File: config.mk
export PLATFORM = sky130hd
export DESIGN_NAME = shift_transmitter
export DESIGN_NICKNAME = d
export VERILOG_FILES = /design/src/rtl/shift_transmitter.sv
export SDC_FILE = /design/constraint.sdc
export NUM_CORES = 1
export LEC_CHECK = 0
export CORE_UTILIZATION = 35
export DETAILED_ROUTE_END_ITERATION = 8
export PLACE_DENSITY_LB_ADDON = 0.05
export SKIP_CTS_REPAIR_TIMING = 1
export SYNTH_ARGS = -nofsm -noshare
export SYNTH_HDL_FRONTEND = slang
export SYNTH_SLANG_ARGS = --single-unit
export TNS_END_PERCENT = 30
File: constraint.sdc
create_clock -name clk_tck -period 6.2 [get_ports clk_tck]
set_input_delay 1.24 -clock clk_tck [delete_from_list [all_inputs] [get_ports clk_tck]]
set_output_delay 1.24 -clock clk_tck [all_outputs]
set_load 0.01 [all_outputs]
File: src/rtl/shift_transmitter.sv
// TDO serializer: captures a word on load, shifts N bits out on falling TCK edges, flags done.
// Optional odd-parity tail bit enabled by defining SHIFT_TRANSMITTER_PARITY_EN.
module shift_transmitter #(
   parameter int unsigned WIDTH     = 32,
   parameter bit          LSB_FIRST = 1'b0,
   parameter int unsigned CNT_W     = $clog2(WIDTH + 1)
) (
   input  logic             clk_tck,
   input  logic             reset,
   input  logic             enable,
   input  logic             load,
   input  logic [WIDTH-1:0] in,
   input  logic [CNT_W-1:0] len,
   output logic             out,
   output logic             busy,
   output logic             done
);

   typedef enum logic [1:0] {
      IDLE   = 2'd0,
      SHIFT  = 2'd1,
`ifdef SHIFT_TRANSMITTER_PARITY_EN
      PARITY = 2'd2,
`endif
      DONE   = 2'd3
   } state_t;

   state_t           state, state_nxt;
   logic [WIDTH-1:0] sr, sr_nxt;
   logic [CNT_W-1:0] cnt, cnt_nxt;
   logic             out_nxt, busy_nxt, done_nxt;
   logic [CNT_W-1:0] n_eff, shamt;
   logic [WIDTH-1:0] aligned;
`ifdef SHIFT_TRANSMITTER_PARITY_EN
   logic             acc, acc_nxt;
`endif

   function automatic logic [WIDTH-1:0] shift1(input logic [WIDTH-1:0] x);
      return LSB_FIRST ? (x >> 1) : (x << 1);
   endfunction

   function automatic logic head(input logic [WIDTH-1:0] x);
      return LSB_FIRST ? x[0] : x[WIDTH-1];
   endfunction

   // MSB order left-aligns the selected bits so the head is always the top bit.
   always_comb begin
      n_eff   = ((len == '0) || (len > CNT_W'(WIDTH))) ? CNT_W'(WIDTH) : len;
      shamt   = CNT_W'(WIDTH) - n_eff;
      aligned = LSB_FIRST ? in : (in << shamt);
   end

   always_ff @(negedge clk_tck) begin
      if (reset) begin
         state <= IDLE;
         sr    <= '0;
         cnt   <= '0;
         out   <= 1'b0;
         busy  <= 1'b0;
         done  <= 1'b0;
`ifdef SHIFT_TRANSMITTER_PARITY_EN
         acc   <= 1'b0;
`endif
      end else begin
         state <= state_nxt;
         sr    <= sr_nxt;
         cnt   <= cnt_nxt;
         out   <= out_nxt;
         busy  <= busy_nxt;
         done  <= done_nxt;
`ifdef SHIFT_TRANSMITTER_PARITY_EN
         acc   <= acc_nxt;
`endif
      end
   end

   always_comb begin
      state_nxt = state;
      sr_nxt    = sr;
      cnt_nxt   = cnt;
      out_nxt   = 1'b0;
      busy_nxt  = 1'b0;
      done_nxt  = 1'b0;
`ifdef SHIFT_TRANSMITTER_PARITY_EN
      acc_nxt   = acc;
`endif
      if (!enable) begin
         state_nxt = IDLE;
      end else begin
         case (state)
            IDLE: begin
               if (load) begin
                  sr_nxt    = shift1(aligned);
                  cnt_nxt   = n_eff - CNT_W'(1);
                  out_nxt   = head(aligned);
                  busy_nxt  = 1'b1;
                  state_nxt = SHIFT;
`ifdef SHIFT_TRANSMITTER_PARITY_EN
                  acc_nxt   = head(aligned);
`endif
               end
            end
            SHIFT: begin
               if (cnt != '0) begin
                  out_nxt  = head(sr);
                  sr_nxt   = shift1(sr);
                  cnt_nxt  = cnt - CNT_W'(1);
                  busy_nxt = 1'b1;
`ifdef SHIFT_TRANSMITTER_PARITY_EN
                  acc_nxt  = acc ^ head(sr);
`endif
               end else begin
`ifdef SHIFT_TRANSMITTER_PARITY_EN
                  state_nxt = PARITY;
                  out_nxt   = ~acc;
                  busy_nxt  = 1'b1;
`else
                  state_nxt = DONE;
                  done_nxt  = 1'b1;
`endif
               end
            end
`ifdef SHIFT_TRANSMITTER_PARITY_EN
            PARITY: begin
               state_nxt = DONE;
               done_nxt  = 1'b1;
            end
`endif
            DONE: begin
               done_nxt = 1'b1;
            end
            default: begin
               state_nxt = IDLE;
            end
         endcase
      end
   end

endmodule

==> metrics.yaml <==
run_status:
  status: "finished with violations"
  failed_checks: "negative setup slack"
power_and_ir_drop:
  internal-power_mw: 0.766
  clk-power_mw: 0.363
  seq_cell_power_mw: 0.307
  p_leak_nw: 2.62
  vdd_drop_max_mv: 0.145
  power_density_nw_per_um2: 204
  p_clk_frac: 0.294
  combinationalPower_mw: 0.565
  p_switching_mw: 0.469
  swShare: 0.380
synthesis:
  synthTopCellsByCount: "nor2_1 (68), dfxtp_1 (42), mux2i_1 (41)"
  yosysCellCount: 499
  yosysTopAreaCellShare: 0.212
  async_reset_ff_frac: 0
  synth-main-ff-cell: "dfxtp_1"
  logic_family: "AND-OR/OR-AND gates"
  postSynthSeqShare: 0.212
  syn_area_um2: 3970
  synth_nets: 543
  synthTopCellsByArea: "dfxtp_1 (21%), mux2i_1 (10%), mux4_2 (6.8%)"
  syn-instance-count: 499
  ys_area_um2: 3970
  top_cell: "nor2_1"
  synth-edff-count: 0
  synth-adder-area-share: 0.00631
  aoi_share: 0.268
  yosysUniqueCellTypes: 61
  ys_sh_simple: 0.206
  ys_sh_mux: 0.227
  xor_share: 0.0155
run:
  cap_viol_max_count: 0
  tool_warnings: 70
global_route:
  use_met2: 0.423
  grt_use_total: 0.253
  grt_pass1_vias: 4561
  grt_max_degree: 39
  grt_overflow: 0
  antenna_found_initial: 0
routing:
  wl_met1_um: 6300
  dr_wl_met2_um: 7050
  met3_length_um: 683
  viasPerCell: 5.59
  drt_iter0_markers: 247
  ant_nets: 0
  top_layer_used: "met4"
sta:
  skew_ns: 0.0194
  worst_pin_slew_ns: 0.542
  final_hold_viol_count: 0
  worst_slack_ns: -0.00140
  finalSetupViolations: 1
  slew_violations: 0
critical_path:
  path_common_cell: "mux2_4"
  slowest_stage: "ha_4"
  slowest_delay_ns: 0.32
  rr_endpoint: "cnt[4]$_SDFFE_NP0P_"
  cp-start-kind: "input port"
  startpoint: "len[5]"
  crit_arrival_ns: 3.34
  crit_path_end_kind: "flop"
  worstPathMaxFanout: 6
  cp.depth: 12
  cp-endpoint: "sr[14]$_SDFFE_NP0P_"
cells_and_area:
  flops: 42
  logic_area_um2: 3110
  drive_above_1_share: 0.330
  sh_comb_area: 0.514
  lay_top_count: "buf_4"
  buffers: 176
  num-clock-buffers: 5
  fin_area_um2: 6050
  syn_to_final_growth_pct: 52.4
  nFillCells: 1093
  area.sequential_um2: 841
  clk_share: 0.0490
  dominant_cells: "multi-input combinational cells"
  nets: 721
  seq_share: 0.139
  n_antenna_cell: 0
  final_cell_mix: "buf_4 (115), nor2_1 (62), inv_1 (46), dfxtp_1 (42), clkdlybuf4s50_1 (39)"
clocking:
  clock_latency_ns: 0.37
  clk_path_buf_depth: 2
  cts_root_buf: "clkbuf_16"
  cts.sinks: 42
  cts_buffers: 5
  htree_levels: 2
  cts_tree: "yes"
die:
  fp.dieW_um: 108
  core_area_um2: 10900
  chipHeight_um: 108
  chip_area_um2: 11800
placement:
  placed_area_um2: 5460
  gp_congestion: 0.840
worst_hold_path:
  holdCritStartpoint: "sr[17]$_SDFFE_NP0P_"
  hold_path.class: "flop to flop"
  min_to: "sr[17]$_SDFFE_NP0P_"
==> worst register-to-register path: stages, from the launching register on <==
cell and delay [ns]:
dfxtp_1 0.37, nor2b_2 0.16, buf_4 0.39, nor2_1 0.11
a21oi_1 0.17, ha_1 0.20, nand3_1 0.12, nor4_1 0.21
a211oi_1 0.09, a21oi_1 0.15
==> registers in the layout, indices dropped and copies added (netlist names) <==
register	cells
state	2
cnt	6
busy	1
sr	31
out	1
done	1
==> logic make-up (layout without fill, tap and decap cells) <==
| family | after synthesis | count (layout) |
|---|---|---|
| compound gates | 150 | 150 |
| xor+xnor | 4 | 4 |
| fa+ha+maj | 2 | 2 |
| buf+inv | 52 | 231 |
| flops | 42 | 42 |
| mux | 72 | 72 |
| simple gates | 177 | 177 |
Gate families picked out:
Scale: 2 px per um.
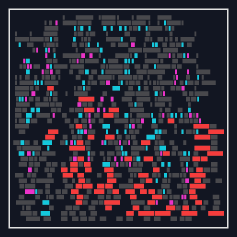
[multiplexers] red | cells: 72
[NAND gates] magenta | cells: 61
[NOR gates] cyan | cells: 104

Congestion heat map:
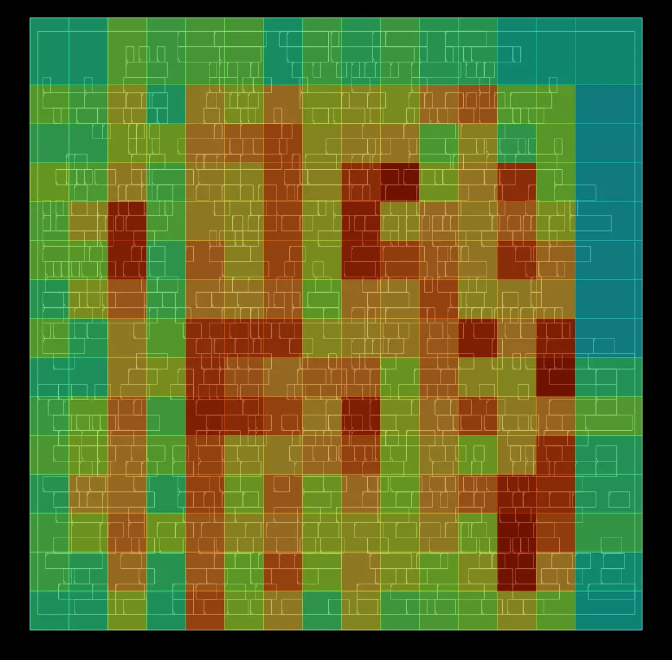
GR Util met1: 0.316
fin util: 0.553
global route hottest layer: met2
grt met3 use: 0.0549
wire length per cell: 17.6 um

Close-up of the layout:
Region (42, 20) to (67, 45) um. Cells in gray, sequential cells in the stronger gray; small squares are vias.
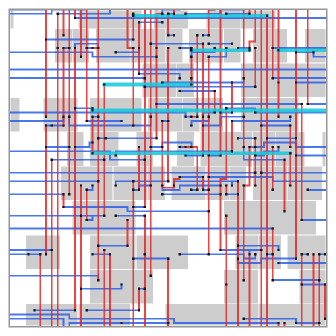
[met1] blue
[met3] cyan
[met2] red
sequential cells in the window: 0
most frequent: buf_4 (13), nand2_1 (7)
cells with their middle in the window: 51

Where the registers sit:
Scale: 2 px per um. Other sequential cells in the stronger gray, the rest of the logic in the fainter gray.
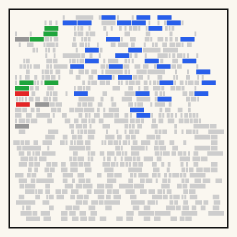
[sr] blue | flops: 31
[state] red | flops: 2
[cnt] green | flops: 6 | where: top left
not colored: 3

Pin map:
Scale: 4 px per um. Pins as bars across the die edge, other pins in gray.
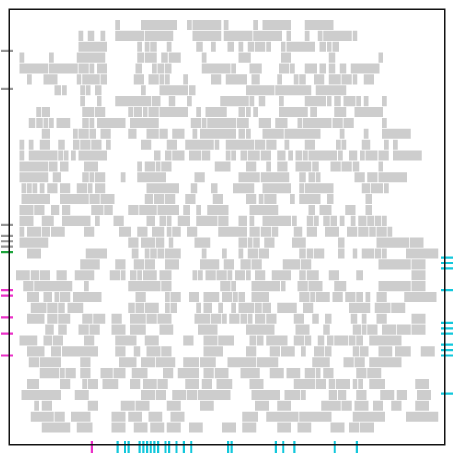
[in] cyan | pins: 32 | direction: input | edge: 21 bottom, 11 right
[len] magenta | pins: 6 | direction: input | edge: 5 left, 1 bottom
[done] green | pins: 1 | direction: output | edge: left
all pins by edge: 22 bottom, 12 left, 11 right

